$ cat src/rtl/ddr_cmd_responder.sv
// DDR4 command-bus responder: decodes sampled command pins, tracks per-bank open state,
// row and tRCD progress, flags protocol violations and generates read/write data windows.
module ddr_cmd_responder #(
  parameter int unsigned T_RCD      = 4,
  parameter int unsigned RL         = 13,
  parameter int unsigned WL         = 10,
  parameter int unsigned BURST_CLKS = 4
) (
  input  logic        clock_t_i,
  input  logic        reset_n_i,
  input  logic        cs_n_i,
  input  logic        act_n_i,
  input  logic        ras_n_a16_i,
  input  logic        cas_n_a15_i,
  input  logic        we_n_a14_i,
  input  logic [1:0]  bg_i,
  input  logic [1:0]  ba_i,
  input  logic [13:0] addr_i,
  output logic        cmd_valid_o,
  output logic [2:0]  cmd_code_o,
  output logic [3:0]  cmd_bank_o,
  output logic [16:0] cmd_row_o,
  output logic [9:0]  cmd_col_o,
  output logic        err_o,
  output logic [2:0]  err_code_o,
  output logic        rd_data_en_o,
  output logic        wr_data_en_o,
  output logic [15:0] bank_open_o
);

  localparam int unsigned CntW = (T_RCD < 1) ? 1 : $clog2(T_RCD + 1);
  localparam logic [CntW-1:0] CntMax = CntW'(T_RCD);
  localparam int unsigned RdW = RL + BURST_CLKS;
  localparam int unsigned WrW = WL + BURST_CLKS;
  // Bit k of a window shifter reaches bit 0 k clocks after the command's cmd_valid clock.
  localparam logic [RdW-1:0] RdMask = {{BURST_CLKS{1'b1}}, {RL{1'b0}}};
  localparam logic [WrW-1:0] WrMask = {{BURST_CLKS{1'b1}}, {WL{1'b0}}};

  typedef enum logic [2:0] {
    CmdAct  = 3'd0,
    CmdRd   = 3'd1,
    CmdWr   = 3'd2,
    CmdPre  = 3'd3,
    CmdPrea = 3'd4,
    CmdRef  = 3'd5,
    CmdMrs  = 3'd6,
    CmdZqc  = 3'd7
  } cmd_e;

  logic        cmd_hit;
  cmd_e        cmd;
  logic [3:0]  bank;
  logic [16:0] act_row;
  logic [2:0]  err_cls;
  logic        legal;

  logic [15:0]     open_q, open_d;
  logic [16:0]     row_q [16];
  logic [16:0]     row_d [16];
  logic [CntW-1:0] cnt_q [16];
  logic [CntW-1:0] cnt_d [16];
  logic [RdW-1:0]  rd_sr_q, rd_sr_d;
  logic [WrW-1:0]  wr_sr_q, wr_sr_d;

  logic        cmd_valid_q, cmd_valid_d;
  logic [2:0]  cmd_code_q, cmd_code_d;
  logic [3:0]  cmd_bank_q, cmd_bank_d;
  logic [16:0] cmd_row_q, cmd_row_d;
  logic [9:0]  cmd_col_q, cmd_col_d;
  logic        err_q, err_d;
  logic [2:0]  err_code_q, err_code_d;

  assign bank    = {bg_i, ba_i};
  assign act_row = {ras_n_a16_i, cas_n_a15_i, we_n_a14_i, addr_i};

  // Decode the command pins; DES and NOP leave cmd_hit low.
  always_comb begin
    cmd_hit = 1'b0;
    cmd     = CmdAct;
    if (!cs_n_i) begin
      cmd_hit = 1'b1;
      if (!act_n_i) begin
        cmd = CmdAct;
      end else begin
        unique case ({ras_n_a16_i, cas_n_a15_i, we_n_a14_i})
          3'b000:  cmd = CmdMrs;
          3'b001:  cmd = CmdRef;
          3'b010:  cmd = addr_i[10] ? CmdPrea : CmdPre;
          3'b011:  cmd = CmdZqc;
          3'b100:  cmd = CmdWr;
          3'b101:  cmd = CmdRd;
          3'b110:  cmd = CmdZqc;
          default: cmd_hit = 1'b0;
        endcase
      end
    end
  end

  // Classify protocol violations; each command type can only hit one class.
  always_comb begin
    err_cls = 3'd0;
    if (cmd_hit) begin
      case (cmd)
        CmdRd, CmdWr: begin
          if (!open_q[bank])              err_cls = 3'd1;
          else if (cnt_q[bank] < CntMax)  err_cls = 3'd3;
        end
        CmdAct:         if (open_q[bank]) err_cls = 3'd2;
        CmdRef, CmdMrs: if (|open_q)      err_cls = 3'd4;
        default: ;
      endcase
    end
    legal = cmd_hit && (err_cls == 3'd0);
  end

  // Bank bookkeeping and data-window shifters; bank commands override the tRCD increment.
  always_comb begin
    open_d = open_q;
    for (int i = 0; i < 16; i++) begin
      row_d[i] = row_q[i];
      cnt_d[i] = (cnt_q[i] == CntMax) ? cnt_q[i] : cnt_q[i] + 1'b1;
    end
    rd_sr_d = rd_sr_q >> 1;
    wr_sr_d = wr_sr_q >> 1;
    if (legal) begin
      case (cmd)
        CmdAct: begin
          open_d[bank] = 1'b1;
          row_d[bank]  = act_row;
          cnt_d[bank]  = '0;
        end
        CmdPre: begin
          open_d[bank] = 1'b0;
          cnt_d[bank]  = cnt_q[bank];
        end
        CmdPrea: begin
          open_d = '0;
          for (int i = 0; i < 16; i++) cnt_d[i] = cnt_q[i];
        end
        CmdRd:   rd_sr_d = rd_sr_d | RdMask;
        CmdWr:   wr_sr_d = wr_sr_d | WrMask;
        default: ;
      endcase
    end
  end

  // Registered command report; err_code is sticky between violations.
  always_comb begin
    cmd_valid_d = cmd_hit;
    cmd_code_d  = cmd_hit ? 3'(cmd) : 3'd0;
    cmd_bank_d  = cmd_hit ? bank : 4'd0;
    cmd_row_d   = '0;
    cmd_col_d   = '0;
    if (cmd_hit) begin
      cmd_row_d = (cmd == CmdAct) ? act_row : row_q[bank];
      if (cmd == CmdRd || cmd == CmdWr) cmd_col_d = addr_i[9:0];
    end
    err_d      = cmd_hit && (err_cls != 3'd0);
    err_code_d = err_d ? err_cls : err_code_q;
  end

  // State register with asynchronous clear of banks, windows and outputs.
  always_ff @(posedge clock_t_i or negedge reset_n_i) begin
    if (!reset_n_i) begin
      open_q      <= '0;
      rd_sr_q     <= '0;
      wr_sr_q     <= '0;
      cmd_valid_q <= 1'b0;
      cmd_code_q  <= '0;
      cmd_bank_q  <= '0;
      cmd_row_q   <= '0;
      cmd_col_q   <= '0;
      err_q       <= 1'b0;
      err_code_q  <= '0;
      for (int i = 0; i < 16; i++) begin
        row_q[i] <= '0;
        cnt_q[i] <= '0;
      end
    end else begin
      open_q      <= open_d;
      rd_sr_q     <= rd_sr_d;
      wr_sr_q     <= wr_sr_d;
      cmd_valid_q <= cmd_valid_d;
      cmd_code_q  <= cmd_code_d;
      cmd_bank_q  <= cmd_bank_d;
      cmd_row_q   <= cmd_row_d;
      cmd_col_q   <= cmd_col_d;
      err_q       <= err_d;
      err_code_q  <= err_code_d;
      for (int i = 0; i < 16; i++) begin
        row_q[i] <= row_d[i];
        cnt_q[i] <= cnt_d[i];
      end
    end
  end

  assign cmd_valid_o  = cmd_valid_q;
  assign cmd_code_o   = cmd_code_q;
  assign cmd_bank_o   = cmd_bank_q;
  assign cmd_row_o    = cmd_row_q;
  assign cmd_col_o    = cmd_col_q;
  assign err_o        = err_q;
  assign err_code_o   = err_code_q;
  assign rd_data_en_o = rd_sr_q[0];
  assign wr_data_en_o = wr_sr_q[0];
  assign bank_open_o  = open_q;

endmodule

$ cat config.mk
export PLATFORM = sky130hd
export DESIGN_NAME = ddr_cmd_responder
export DESIGN_NICKNAME = d
export VERILOG_FILES = /design/src/rtl/ddr_cmd_responder.sv
export SDC_FILE = /design/constraint.sdc
export NUM_CORES = 1
export LEC_CHECK = 0
export ABC_CLOCK_PERIOD_IN_PS = 6800
export CORE_ASPECT_RATIO = 1.1
export CORE_UTILIZATION = 40
export CTS_CLUSTER_SIZE = 30
export DETAILED_ROUTE_END_ITERATION = 8
export PLACE_DENSITY = 0.62
export RECOVER_POWER = 50
export SETUP_SLACK_MARGIN = 0.3
export SYNTH_ARGS = -nofsm -noshare
export SYNTH_HDL_FRONTEND = slang
export SYNTH_SLANG_ARGS = --single-unit
$ cat constraint.sdc
create_clock -name clock_t_i -period 6.8 [get_ports clock_t_i]
set_clock_uncertainty 0.2 [all_clocks]
set_input_delay 1.02 -clock clock_t_i [delete_from_list [all_inputs] [get_ports clock_t_i]]
set_output_delay 1.02 -clock clock_t_i [all_outputs]
set_load 0.01 [all_outputs]
### I/O nets highlighted

Scale: 1.5 px per um.
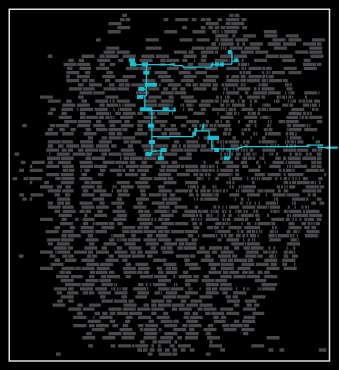
Cyan shows we_n_a14_i, direction input, edge east, end cells 29, buffers 2, wire 351 um.

### Metal 2

Scale: 2 px per um.
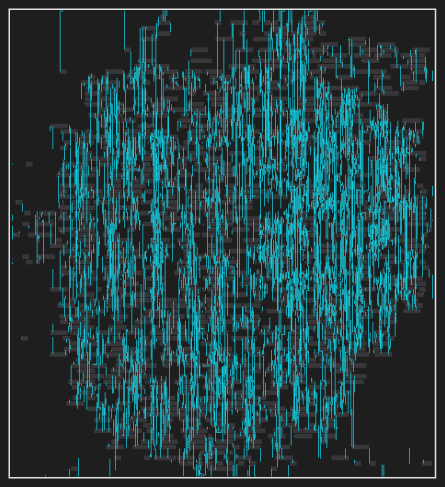
The wires run mostly vertical. The layer carries 23.4 mm of wire. The layer holds 47% of the routed length.

==> datasheet_impl.txt <==
Physical implementation characteristics

Parameter                              Value

Worst setup path
  Class of the most critical setup path .................. primary input to register
  Worst Setup Start Kind .................. primary input
  Worst reg2reg path depth .................. 8
  Crit Reg-Reg Startpoint .................. bank_open_o[2]
  Worst Path Arrival .................. ~5.8 ns

Finish
  Final nets .................. 1530
  Share of post-route cells with drive strength above 1 .................. 33.1%

Outcome
  Result of the run .................. complete, but fails checks
  Violations in the final reports .................. capacitance limit, slew limit

Hold path
  Worst hold path depth .................. 0
  Class of the most critical hold timing path .................. register to register
  Capture endpoint of the worst hold path .................. wr_sr_q[6]

CTS
  # H-tree levels .................. 2
  Hold Buf Count CTS .................. 0
  TritonCTS buffer count .................. roughly 44
  CTS sink cnt .................. between 400 and 500
  Clock input transition at the sequential cells of the worst setup and hold paths .................. 0.06 ns

Route
  Highest metal layer with signal wires .................. met5
  Met3 wire length .................. 3070 um
  WL final .................. around 50000 um
  WL met2 .................. around 23000 um
  Post-detailed-route DRC marker count .................. 0

Synth
  Post-synthesis cell count from yosys .................. 1419
  EDFF count, synth .................. 0
  Top cell area share .................. 52.1%
  Yosys Chip Area .................. about 19000 sq um
  Tally of yosys warning messages .................. 0

Final timing
  Timing-limited maximum frequency .................. approximately 180 MHz
  Setup TNS Final .................. 0 ns
  Post-route clock period utilization .................. 81.6%
  Final setup slack of the worst path .................. 1.25 ns
  Final Max-Slew Violation Tally .................. 102
  Hold Violations, Final .................. 0

Place
  Total half-perimeter wirelength after legalization and detailed placement .................. 30300 um
  Area after detailed placement .................. 20800 sq um

Power
  Reported clock group power .................. approximately 0.0026 W
  Power density over cell area .................. approximately 350 nW/um^2
  Sequential power .................. approximately 0.0033 W

Floorplan
  Count of boundary I/O pins .................. 82
  Area inside the core boundary .................. 47900 sq um
  Overall die height .................. ~230 um

Flow run
  Max Cap Violations .................. 2

Global routing
  Pin count of the biggest net entering global routing .................. roughly 160
  Remaining Overflow, GRT .................. 0
  Met3 demand-to-capacity share in global routing .................. 4.56%
==> cells by family (layout without fill, tap and decap cells) <==
logic type | count (synthesis) | count (layout) | share of synthesized area (%)
DFF | 406 | 406 | 52.1
muxes | 396 | 396 | 28.7
and+or+nand+nor | 263 | 263 | 7.52
AOI/OAI and AO/OA | 178 | 178 | 5.95
buffers and inverters | 141 | 229 | 3.51
adders and majority gates | 32 | 32 | 2.06
xor gates and xnor gates | 3 | 3 | 0.135
other | 0 | 2 | 0
==> synth_stat cells, drive strengths merged (4+ instances only) <==
| master | number |
|---|---|
| a211oi | 11 |
| a21o | 4 |
| a21oi | 52 |
| a221oi | 9 |
| a22oi | 10 |
| a31oi | 11 |
| and2 | 6 |
| and3 | 21 |
| buf | 36 |
| clkbuf | 61 |
| dfrtp | 406 |
| ha | 32 |
| inv | 42 |
| mux2 | 273 |
| mux2i | 22 |
| mux4 | 101 |
| nand2 | 102 |
| nand2b | 6 |
| nand3 | 18 |
| nand3b | 9 |
| nor2 | 56 |
| nor3 | 18 |
| nor4 | 9 |
| o21ai | 33 |
| o22ai | 11 |
| o2bb2ai | 5 |
| or2 | 4 |
==> worst register-to-register path: stages, from the launching register on <==
cell	delay (ns)
dfrtp_1	0.51
mux4_1	0.54
mux2i_1	0.15
mux2i_1	0.18
o311a_1	0.33
nor3_4	0.28
buf_4	0.52
nand2_2	0.53
mux2_2	0.45
==> cell type report <==
class                   instances  area [sq um]
fillers                      4295         25600
flip-flops and latches        406         10200
multi-input cells             872          8650
clock buffers                  62          1270
repair buffers                105           986
well taps                     645           807
clock inverters                18           304
inverters                      44           165
diodes                          2          5.00
Power figures rest on the tool's default switching activity, not on a simulated workload.
